### src/rtl/serial_link_pkt_if.sv
// rtl/serial_link_pkt_if.sv - parallel and serial signal bundle for serial_link_pkt
interface serial_link_pkt_if #(
  parameter int DATA_W = 8
);
  logic              Send;
  logic [DATA_W-1:0] PDin;
  logic              Busy;
  logic              SCout;
  logic              SDout;
  logic              SCin;
  logic              SDin;
  logic [DATA_W-1:0] PDout;
  logic              PDready;
  logic              ParErr;
  logic              FrmErr;

  modport master (
    output Send, PDin, SCin, SDin,
    input  Busy, SCout, SDout, PDout, PDready, ParErr, FrmErr
  );

  modport slave (
    input  Send, PDin, SCin, SDin,
    output Busy, SCout, SDout, PDout, PDready, ParErr, FrmErr
  );
endinterface

### src/rtl/serial_link_pkt.sv
// rtl/serial_link_pkt.sv - framed 2-line serial transmitter and receiver on one clock
module serial_link_pkt #(
  parameter int DATA_W     = 8,
  parameter int CLK_DIV    = 2,
  parameter int PARITY_EN  = 1,
  parameter int PARITY_ODD = 0
) (
  input logic              Clk,
  input logic              Rst,
  serial_link_pkt_if.slave bus
);
  localparam int   NB        = DATA_W + ((PARITY_EN != 0) ? 1 : 0);
  localparam int   FRAME_LEN = NB + 2;
  localparam int   CW        = $clog2(FRAME_LEN);
  localparam int   DIVW      = (CLK_DIV > 1) ? $clog2(CLK_DIV) : 1;
  localparam logic ODD       = (PARITY_ODD != 0);

  logic [DIVW-1:0] div_cnt;
  logic            sc_q;
  logic            div_tc;
  logic            fall_tick;

  assign div_tc    = (div_cnt == DIVW'(CLK_DIV - 1));
  assign fall_tick = div_tc & sc_q;

  always_ff @(posedge Clk) begin
    if (Rst) begin
      div_cnt <= '0;
      sc_q    <= 1'b0;
    end else if (div_tc) begin
      div_cnt <= '0;
      sc_q    <= ~sc_q;
    end else begin
      div_cnt <= div_cnt + DIVW'(1);
    end
  end

  typedef enum logic [1:0] {TX_IDLE, TX_ARM, TX_SHIFT, TX_STOP} tx_state_t;
  tx_state_t     tx_state, tx_state_n;
  logic          send_d, busy_q, sd_q;
  logic [NB-1:0] tx_sr, tx_load_val;
  logic [CW-1:0] tx_cnt;
  logic          tx_accept, tx_start, tx_bit, tx_stop, tx_end;

  assign tx_accept = bus.Send & ~send_d & ~busy_q;

  // Payload and parity shift out as one word so SHIFT needs no special last bit.
  generate
    if (PARITY_EN != 0) begin : g_tx_par
      assign tx_load_val = {bus.PDin, ^bus.PDin ^ ODD};
    end else begin : g_tx_nopar
      assign tx_load_val = bus.PDin;
    end
  endgenerate

  always_comb begin
    tx_state_n = tx_state;
    tx_start   = 1'b0;
    tx_bit     = 1'b0;
    tx_stop    = 1'b0;
    tx_end     = 1'b0;
    case (tx_state)
      TX_IDLE:  if (tx_accept) tx_state_n = TX_ARM;
      TX_ARM:   if (fall_tick) begin
                  tx_start   = 1'b1;
                  tx_state_n = TX_SHIFT;
                end
      TX_SHIFT: if (fall_tick) begin
                  if (tx_cnt == CW'(NB)) begin
                    tx_stop    = 1'b1;
                    tx_state_n = TX_STOP;
                  end else begin
                    tx_bit = 1'b1;
                  end
                end
      TX_STOP:  if (fall_tick) begin
                  tx_end     = 1'b1;
                  tx_state_n = TX_IDLE;
                end
      default:  tx_state_n = TX_IDLE;
    endcase
  end

  always_ff @(posedge Clk) begin
    if (Rst) begin
      tx_state <= TX_IDLE;
      send_d   <= 1'b0;
      busy_q   <= 1'b0;
      sd_q     <= 1'b0;
      tx_sr    <= '0;
      tx_cnt   <= '0;
    end else begin
      tx_state <= tx_state_n;
      send_d   <= bus.Send;
      if (tx_accept) begin
        busy_q <= 1'b1;
        tx_sr  <= tx_load_val;
      end
      if (tx_start) begin
        sd_q   <= 1'b1;
        tx_cnt <= '0;
      end
      if (tx_bit) begin
        sd_q   <= tx_sr[NB-1];
        tx_sr  <= tx_sr << 1;
        tx_cnt <= tx_cnt + CW'(1);
      end
      if (tx_stop) sd_q <= 1'b0;
      if (tx_end) busy_q <= 1'b0;
    end
  end

  typedef enum logic [1:0] {RX_IDLE, RX_DATA, RX_PAR, RX_STOP} rx_state_t;
  rx_state_t         rx_state, rx_state_n;
  logic              sc_in_d, rx_smp, rx_par;
  logic              rx_first, rx_shift, rx_capt_par, rx_done;
  logic [DATA_W-1:0] rx_sr, pd_q;
  logic [CW-1:0]     rx_cnt;
  logic              pdr_q, perr_q, ferr_q;

  assign rx_smp = bus.SCin & ~sc_in_d;

  always_comb begin
    rx_state_n  = rx_state;
    rx_first    = 1'b0;
    rx_shift    = 1'b0;
    rx_capt_par = 1'b0;
    rx_done     = 1'b0;
    if (rx_smp) begin
      case (rx_state)
        RX_IDLE: if (bus.SDin) begin
                   rx_first   = 1'b1;
                   rx_state_n = RX_DATA;
                 end
        RX_DATA: begin
                   rx_shift = 1'b1;
                   if (rx_cnt == CW'(DATA_W - 1))
                     rx_state_n = (PARITY_EN != 0) ? RX_PAR : RX_STOP;
                 end
        RX_PAR:  begin
                   rx_capt_par = 1'b1;
                   rx_state_n  = RX_STOP;
                 end
        RX_STOP: begin
                   rx_done    = 1'b1;
                   rx_state_n = RX_IDLE;
                 end
        default: rx_state_n = RX_IDLE;
      endcase
    end
  end

  always_ff @(posedge Clk) begin
    if (Rst) begin
      rx_state <= RX_IDLE;
      sc_in_d  <= 1'b0;
      rx_sr    <= '0;
      rx_cnt   <= '0;
      rx_par   <= 1'b0;
      pd_q     <= '0;
      pdr_q    <= 1'b0;
      perr_q   <= 1'b0;
      ferr_q   <= 1'b0;
    end else begin
      rx_state <= rx_state_n;
      sc_in_d  <= bus.SCin;
      pdr_q    <= 1'b0;
      if (rx_first) rx_cnt <= '0;
      if (rx_shift) begin
        rx_sr  <= {rx_sr[DATA_W-2:0], bus.SDin};
        rx_cnt <= rx_cnt + CW'(1);
      end
      if (rx_capt_par) rx_par <= bus.SDin;
      // The stop sample itself is the framing error: a healthy stop bit is 0.
      if (rx_done) begin
        pd_q   <= rx_sr;
        pdr_q  <= 1'b1;
        ferr_q <= bus.SDin;
        perr_q <= (PARITY_EN != 0) && (rx_par != (^rx_sr ^ ODD));
      end
    end
  end

  assign bus.Busy    = busy_q;
  assign bus.SCout   = sc_q;
  assign bus.SDout   = sd_q;
  assign bus.PDout   = pd_q;
  assign bus.PDready = pdr_q;
  assign bus.ParErr  = perr_q;
  assign bus.FrmErr  = ferr_q;
endmodule
### src/flat_wrapper.sv
// flat-port wrapper written by rule: the top's interface ports become plain ports
module serial_link_pkt_flat 
#(
  parameter int DATA_W     = 8,
  parameter int CLK_DIV    = 2,
  parameter int PARITY_EN  = 1,
  parameter int PARITY_ODD = 0
)
  (Clk, Rst, bus_Send, bus_PDin, bus_SCin, bus_SDin, bus_Busy, bus_SCout, bus_SDout, bus_PDout, bus_PDready, bus_ParErr, bus_FrmErr);
  serial_link_pkt_if #(.DATA_W(DATA_W)) bus_i ();
  input logic Clk;
  input logic Rst;
  input wire logic [$bits(bus_i.Send)-1:0] bus_Send;
  input wire logic [$bits(bus_i.PDin)-1:0] bus_PDin;
  input wire logic [$bits(bus_i.SCin)-1:0] bus_SCin;
  input wire logic [$bits(bus_i.SDin)-1:0] bus_SDin;
  output wire logic [$bits(bus_i.Busy)-1:0] bus_Busy;
  output wire logic [$bits(bus_i.SCout)-1:0] bus_SCout;
  output wire logic [$bits(bus_i.SDout)-1:0] bus_SDout;
  output wire logic [$bits(bus_i.PDout)-1:0] bus_PDout;
  output wire logic [$bits(bus_i.PDready)-1:0] bus_PDready;
  output wire logic [$bits(bus_i.ParErr)-1:0] bus_ParErr;
  output wire logic [$bits(bus_i.FrmErr)-1:0] bus_FrmErr;
  assign bus_i.Send = bus_Send;
  assign bus_i.PDin = bus_PDin;
  assign bus_i.SCin = bus_SCin;
  assign bus_i.SDin = bus_SDin;
  assign bus_Busy = bus_i.Busy;
  assign bus_SCout = bus_i.SCout;
  assign bus_SDout = bus_i.SDout;
  assign bus_PDout = bus_i.PDout;
  assign bus_PDready = bus_i.PDready;
  assign bus_ParErr = bus_i.ParErr;
  assign bus_FrmErr = bus_i.FrmErr;
  serial_link_pkt #(.DATA_W(DATA_W), .CLK_DIV(CLK_DIV), .PARITY_EN(PARITY_EN), .PARITY_ODD(PARITY_ODD)) u_core (.Clk(Clk), .Rst(Rst), .bus(bus_i));
endmodule
### config.mk
export PLATFORM = sky130hd
export DESIGN_NAME = serial_link_pkt_flat
export DESIGN_NICKNAME = d
export VERILOG_FILES = /design/src/rtl/serial_link_pkt_if.sv /design/src/rtl/serial_link_pkt.sv /design/src/flat_wrapper.sv
export SDC_FILE = /design/constraint.sdc
export NUM_CORES = 1
export LEC_CHECK = 0
export CORE_MARGIN = 2
export CORE_UTILIZATION = 40
export DETAILED_ROUTE_END_ITERATION = 12
export GPL_ROUTABILITY_DRIVEN = 1
export GPL_TIMING_DRIVEN = 0
export PLACE_DENSITY_LB_ADDON = 0.3
export SLEW_MARGIN = 20
export SYNTH_ARGS = -nofsm -noshare
export SYNTH_HDL_FRONTEND = slang
export SYNTH_SLANG_ARGS = --single-unit
### constraint.sdc
create_clock -name Clk -period 1.7 [get_ports Clk]
set_clock_uncertainty 0.2 [all_clocks]
set_input_delay 0.17 -clock Clk [delete_from_list [all_inputs] [get_ports Clk]]
set_output_delay 0.17 -clock Clk [all_outputs]
set_load 0.05 [all_outputs]
==> run_1/cell_classes.png <==
Bar = 20 um.
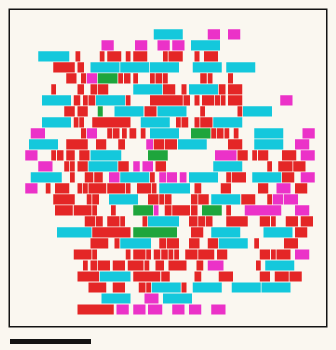
Green marks clock drivers and dummy loads, cells 7, share of their area 3.8%. Red marks all other logic, cells 186, share of their area 48%. Magenta marks other buffers and delay cells, cells 40, share of their area 13%. Cyan marks flip-flops, cells 47, share of their area 35%.

==> run_1/wire_density.png <==
Bar = 20 um. The die is cut into 16 by 16 equal tiles; dark purple is low, yellow is high, scaled to the fullest tile. Values are wire area over tile area, all layers added.
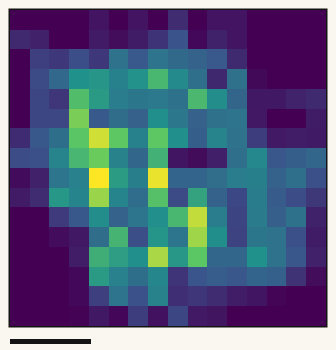
The fullest tile reaches 0.47. The mean over all tiles is 0.12. The densest ninth of the die: middle.

==> run_1/final_congestion.png <==
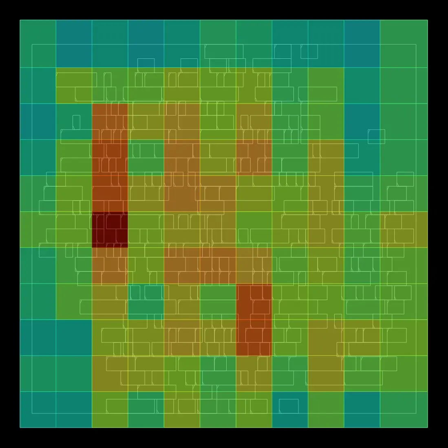
most crowded layer after global routing: met2
average routed wire per standard cell: 13.2 um
met1 usage in global routing: 21.8%
share of the core filled with cells in the final layout: 53.8%

==> notes.md, run 1 <==
Implementation results are summarized by area below.

Floorplanning
The horizontal die dimension is 78.1 um. The effective utilization at floorplan is 42.2%.

Worst setup path
The endpoint of the worst register-to-register path is u_core.tx_sr[7]. The endpoint kind of the worst setup timing path is a flip-flop. The delay of the slowest cell on the worst path is 0.39 ns. The worst setup path category is flip-flop to flip-flop. The startpoint of the lowest-slack register-to-register path is u_core.tx_cnt[0].

STA
Setup slack closes at 0.0638 ns. The smallest clock period supported by the final layout is computed as 1.64 ns. The number of failing hold endpoints at the final stage is 0.

The total of endpoints with negative setup slack in the final report is 0.

Yosys
By count the netlist is led by 47 x sky130_fd_sc_hd__dfxtp_1, 39 x sky130_fd_sc_hd__nor2_1, 22 x sky130_fd_sc_hd__a21oi_1. The most instantiated flip-flop cell in the synthesis netlist is sky130_fd_sc_hd__dfxtp_1. Grouping non-sequential cells by family puts the most area in simple AND/OR/NAND/NOR gates.

Of all cell types, the one taking the most synthesized area is sky130_fd_sc_hd__dfxtp_1. The adder-cell area share of the yosys netlist is 7.40%. After synthesis, the share of flip-flops with an asynchronous set or reset is 0%. The count of library flops with an enable pin is 0. The post-synthesis share of cell area spent on xor and xnor gates is 6.21%. The number of nets in the synthesized netlist is 269.

Layout
The net count reported at finish is 306. Leaving out fill and tap cells, the most frequent cell in the layout is sky130_fd_sc_hd__dfxtp_1.

Place
The post-placement cell area is 2550 sq um. Detailed placement finished with a half-perimeter wire length of 3170 um.

Pwr
The overall power of the completed layout is 2.58 mW. IR analysis of the VDD net gives a maximum drop of 0.517 mV.

Global routing
Entering global routing, the biggest net connects 14 pins. The number of global-route vias before repair is 1667. The number of antenna violations at the first check in global routing is 0.

Routing
The iteration tally of the first detailed-router pass is 5. Wires add up to 4620 um. The number of remaining DRC errors is 0.

Min path
The launch instance of the worst min-delay path is u_core.rx_cnt[3]. In the hold report, the worst path ends at u_core.rx_cnt[3]. The type of the most critical hold path is flip-flop to flip-flop.

Clock tree
The clock buffer count from CTS is 5. TritonCTS built the clock tree. The clock transition at the registers of the reported paths is 0.08 ns.

Run
The total number of warnings across the stage logs is 36.

Run status
The run finished with clean final reports.
-- run 1: sequential cells by signal, indices dropped and copies added (netlist names), 2 cells and up --
name              count
u_core.rx_cnt         4
u_core.tx_sr          9
u_core.rx_state       2
u_core.tx_cnt         4
u_core.rx_sr          8
u_core.tx_state       2
u_core.bus.PDout      8
-- run 1: metal layers --
| layer | share of wire [%] | up-vias | GRT usage [%] |
|---|---|---|---|
| met1 | 49 | 836 | 21.8 |
| met4 | 1.8 | 0 | 4.91 |
| li1 | - | 905 | - |
| met3 | 4.0 | 9 | 3.33 |
| met5 | 0 | - | 0 |
| met2 | 45 | 38 | 25.4 |
-- run 1: power by group through the flow --
stage	Clock (mW)	Combinational, mW	Sequential [mW]
finish	0.789	0.566	1.22
global route	0.857	0.633	1.24
detailed placement	0	0.471	1.23
floorplan	0	0.335	1.24
CTS	0.814	0.528	1.22
global placement	0	0.459	1.23
-- run 1: layout make-up --
class	count	area, sq um
buffer	10	72.6
clock buffer	6	72.6
clock inverter	1	30.0
tap	70	87.6
sequential	47	953
multi-input combinational	178	1270
inverter	8	30.0
timing repair buffer	30	290
fill	484	2400
-- run 1: worst max-delay path by stage --
stage | slack, ns | cells after the start | end
6_report | 0.06 | 6 | u_core.tx_sr[7]
5_1_grt | -0.007 | 7 | u_core.tx_sr[7]
4_1_cts | 0.001 | 5 | u_core.rx_state[1]
3_5_place_dp | -0.34 | 4 | u_core.bus.SDout
3_3_place_gp | -0.34 | 4 | u_core.bus.SDout
2_1_floorplan | 0.002 | 7 | u_core.tx_sr[7]
-- run 1: repair_timing --
action | CTS | global route
cloned | 0 | 1
buffers inserted | 0 | 3
endpoints found under the setup margin | 41 | 39
pin swaps | 2 | 4
resized | 31 | 28
==> run_1/drive_strength.png <==
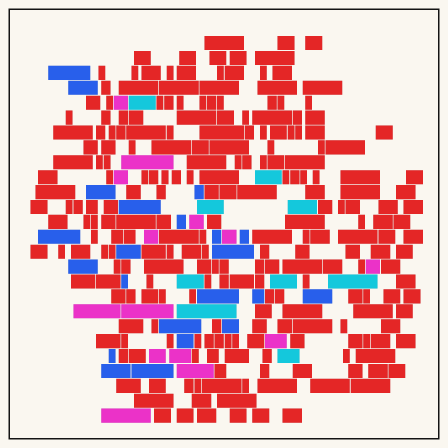

==> run 1 -> run 2 <==
==> constraint.sdc (replaced) <==
create_clock -name Clk -period 2 [get_ports Clk]
set_clock_uncertainty 0.2 [all_clocks]
set_input_delay 0.2 -clock Clk [delete_from_list [all_inputs] [get_ports Clk]]
set_output_delay 0.2 -clock Clk [all_outputs]
set_load 0.05 [all_outputs]
==> run_2/drive_strength.png <==
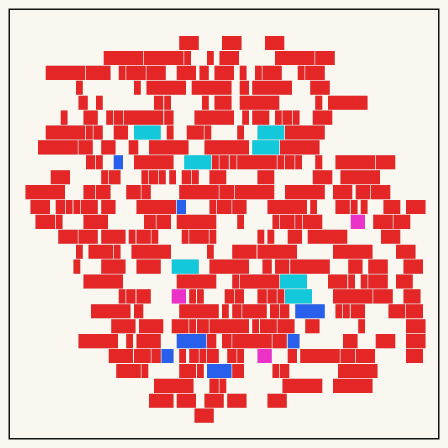
Red marks drive 1 or less, cells 259, most used dfxtp_1. Blue marks drive 2, cells 7, most used buf_2. Cyan marks drive 6 and up, cells 7, most used clkbuf_8. Magenta marks drive 3 to 4, cells 3, most used buf_4.
layout-stage area growth over the synthesis result: 20.6%
Final Instance Area: 2650 sq um

==> run_2/cell_classes.png <==
Bar = 20 um.
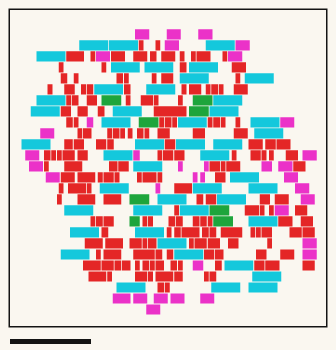
share of the core filled with cells in the final layout: 50.9%
Seq/total area: 35.5%

==> run 2 against run 1 <==
  * Combinational power is about 30% lower
  * Core utilization shrank 2.9 points
  * Sequential cell count is the same
  * Critical endpoint is now bus_PDout[0]
==> notes.md, run 2 <==
Implementation results are summarized by area below.

STA
The clock period could shrink to 1.88 ns. The setup slack after layout is 0.123 ns (was 0.0638 ns). The total of endpoints with negative setup slack in the final report is 0 (unchanged).

Layout
The proportion of final cell area spent on non-clock buffers is 11.6% (was 12.9%). The sequential cell area came to 941 sq um (was 953 sq um). The count of clock buffers in the final design is 7 (was 6). The number of multi-input logic gates is 178 (unchanged). The clock-cell share of area is 3.92% (was 3.66%). The area used by multi-input combinational logic came to 1180 sq um (was 1270 sq um). The most frequent logic cell in the layout is sky130_fd_sc_hd__dfxtp_1 (unchanged).

Global routing
The met3 track utilization from global routing was 3.91% (was 3.33%). The largest net degree at the start of global routing is 15 (was 14). The number of antenna violations at the first check in global routing came to 0 (unchanged).

Floorplanning
The well tap count is 70 (unchanged).

Pwr
The worst vdd rail ir drop is 0.389 mV (was 0.517 mV). The reported combinational group power is 398 uW (was 566 uW). The highest-power group is registers (unchanged).

Routing
The iteration tally of the first detailed-router pass was 4 (was 5). The total routed wire length on the met1 layer came to 2190 um (was 2250 um). The number of remaining DRC errors was 0 (unchanged). The routed length on met2 is 1970 um (was 2100 um).

Yosys
The most instantiated flip-flop cell in the synthesis netlist is sky130_fd_sc_hd__dfxtp_1 (unchanged). Leading cell types by count after synthesis: 47 x sky130_fd_sc_hd__dfxtp_1, 39 x sky130_fd_sc_hd__nor2_1, 22 x sky130_fd_sc_hd__a21oi_1 (unchanged). The count of library flops with an enable pin is 0 (unchanged).

Worst setup path
The depth of the critical timing path with buffers and inverters included is 1 (was 6). The last element of the critical path is bus_PDout[0] (was u_core.tx_sr[7]).

Place
The post-placement cell area was 2540 sq um (was 2550 sq um).

Clock tree
The clock transition at the registers of the reported paths was 0.08 ns (about the same). The TritonCTS clock tree was done (unchanged).

Run status
Run status: complete, no violations (unchanged).
-- run 2: netlist changes by cell type in the layout (fill, tap and decap cells not counted), moves of 4 or more --
cell / change
sky130_fd_sc_hd__dlygate4sd2_1: -14
sky130_fd_sc_hd__clkdlybuf4s50_1: +13
sky130_fd_sc_hd__dfxtp_1: +8
sky130_fd_sc_hd__dfxtp_2: -7
sky130_fd_sc_hd__ha_1: +5
sky130_fd_sc_hd__clkbuf_2: -4
sky130_fd_sc_hd__ha_2: -4
-- run 2: worst reg2reg max path, cell delays in order, from the launching register on --
cell and delay (ns):
sky130_fd_sc_hd__dfxtp_1 0.38, sky130_fd_sc_hd__inv_1 0.10, sky130_fd_sc_hd__ha_1 0.25, sky130_fd_sc_hd__and3_1 0.24
sky130_fd_sc_hd__nand2_2 0.16, sky130_fd_sc_hd__buf_4 0.20, sky130_fd_sc_hd__nor2_1 0.05, sky130_fd_sc_hd__a211oi_1 0.19
-- run 2: worst min-delay path by stage --
stage | start | end | slack (ns) | depth (start not counted)
after floorplan | Rst | u_core.bus.PDready | 0.1 | 1
after global placement | u_core.rx_cnt[3] | u_core.rx_cnt[3] | 0.25 | 1
after detailed placement | u_core.rx_cnt[3] | u_core.rx_cnt[3] | 0.25 | 1
after CTS | u_core.rx_cnt[3] | u_core.rx_cnt[3] | 0.26 | 1
after global routing | u_core.rx_cnt[3] | u_core.rx_cnt[3] | 0.31 | 1
final | u_core.rx_cnt[3] | u_core.rx_cnt[3] | 0.27 | 1
-- run 2: cells by family (layout without fill, tap and decap cells) --
kind of cell,count (synthesis),count (layout),share of synthesized area [%]
compound gates,46,46,13.8
xor+xnor,14,14,6.21
fa+ha+maj,13,13,7.40
buf+inv,18,51,3.42
flops,47,47,42.8
mux,17,17,7.74
simple gates,88,88,18.6
Power is estimated from default activity; no workload was simulated.
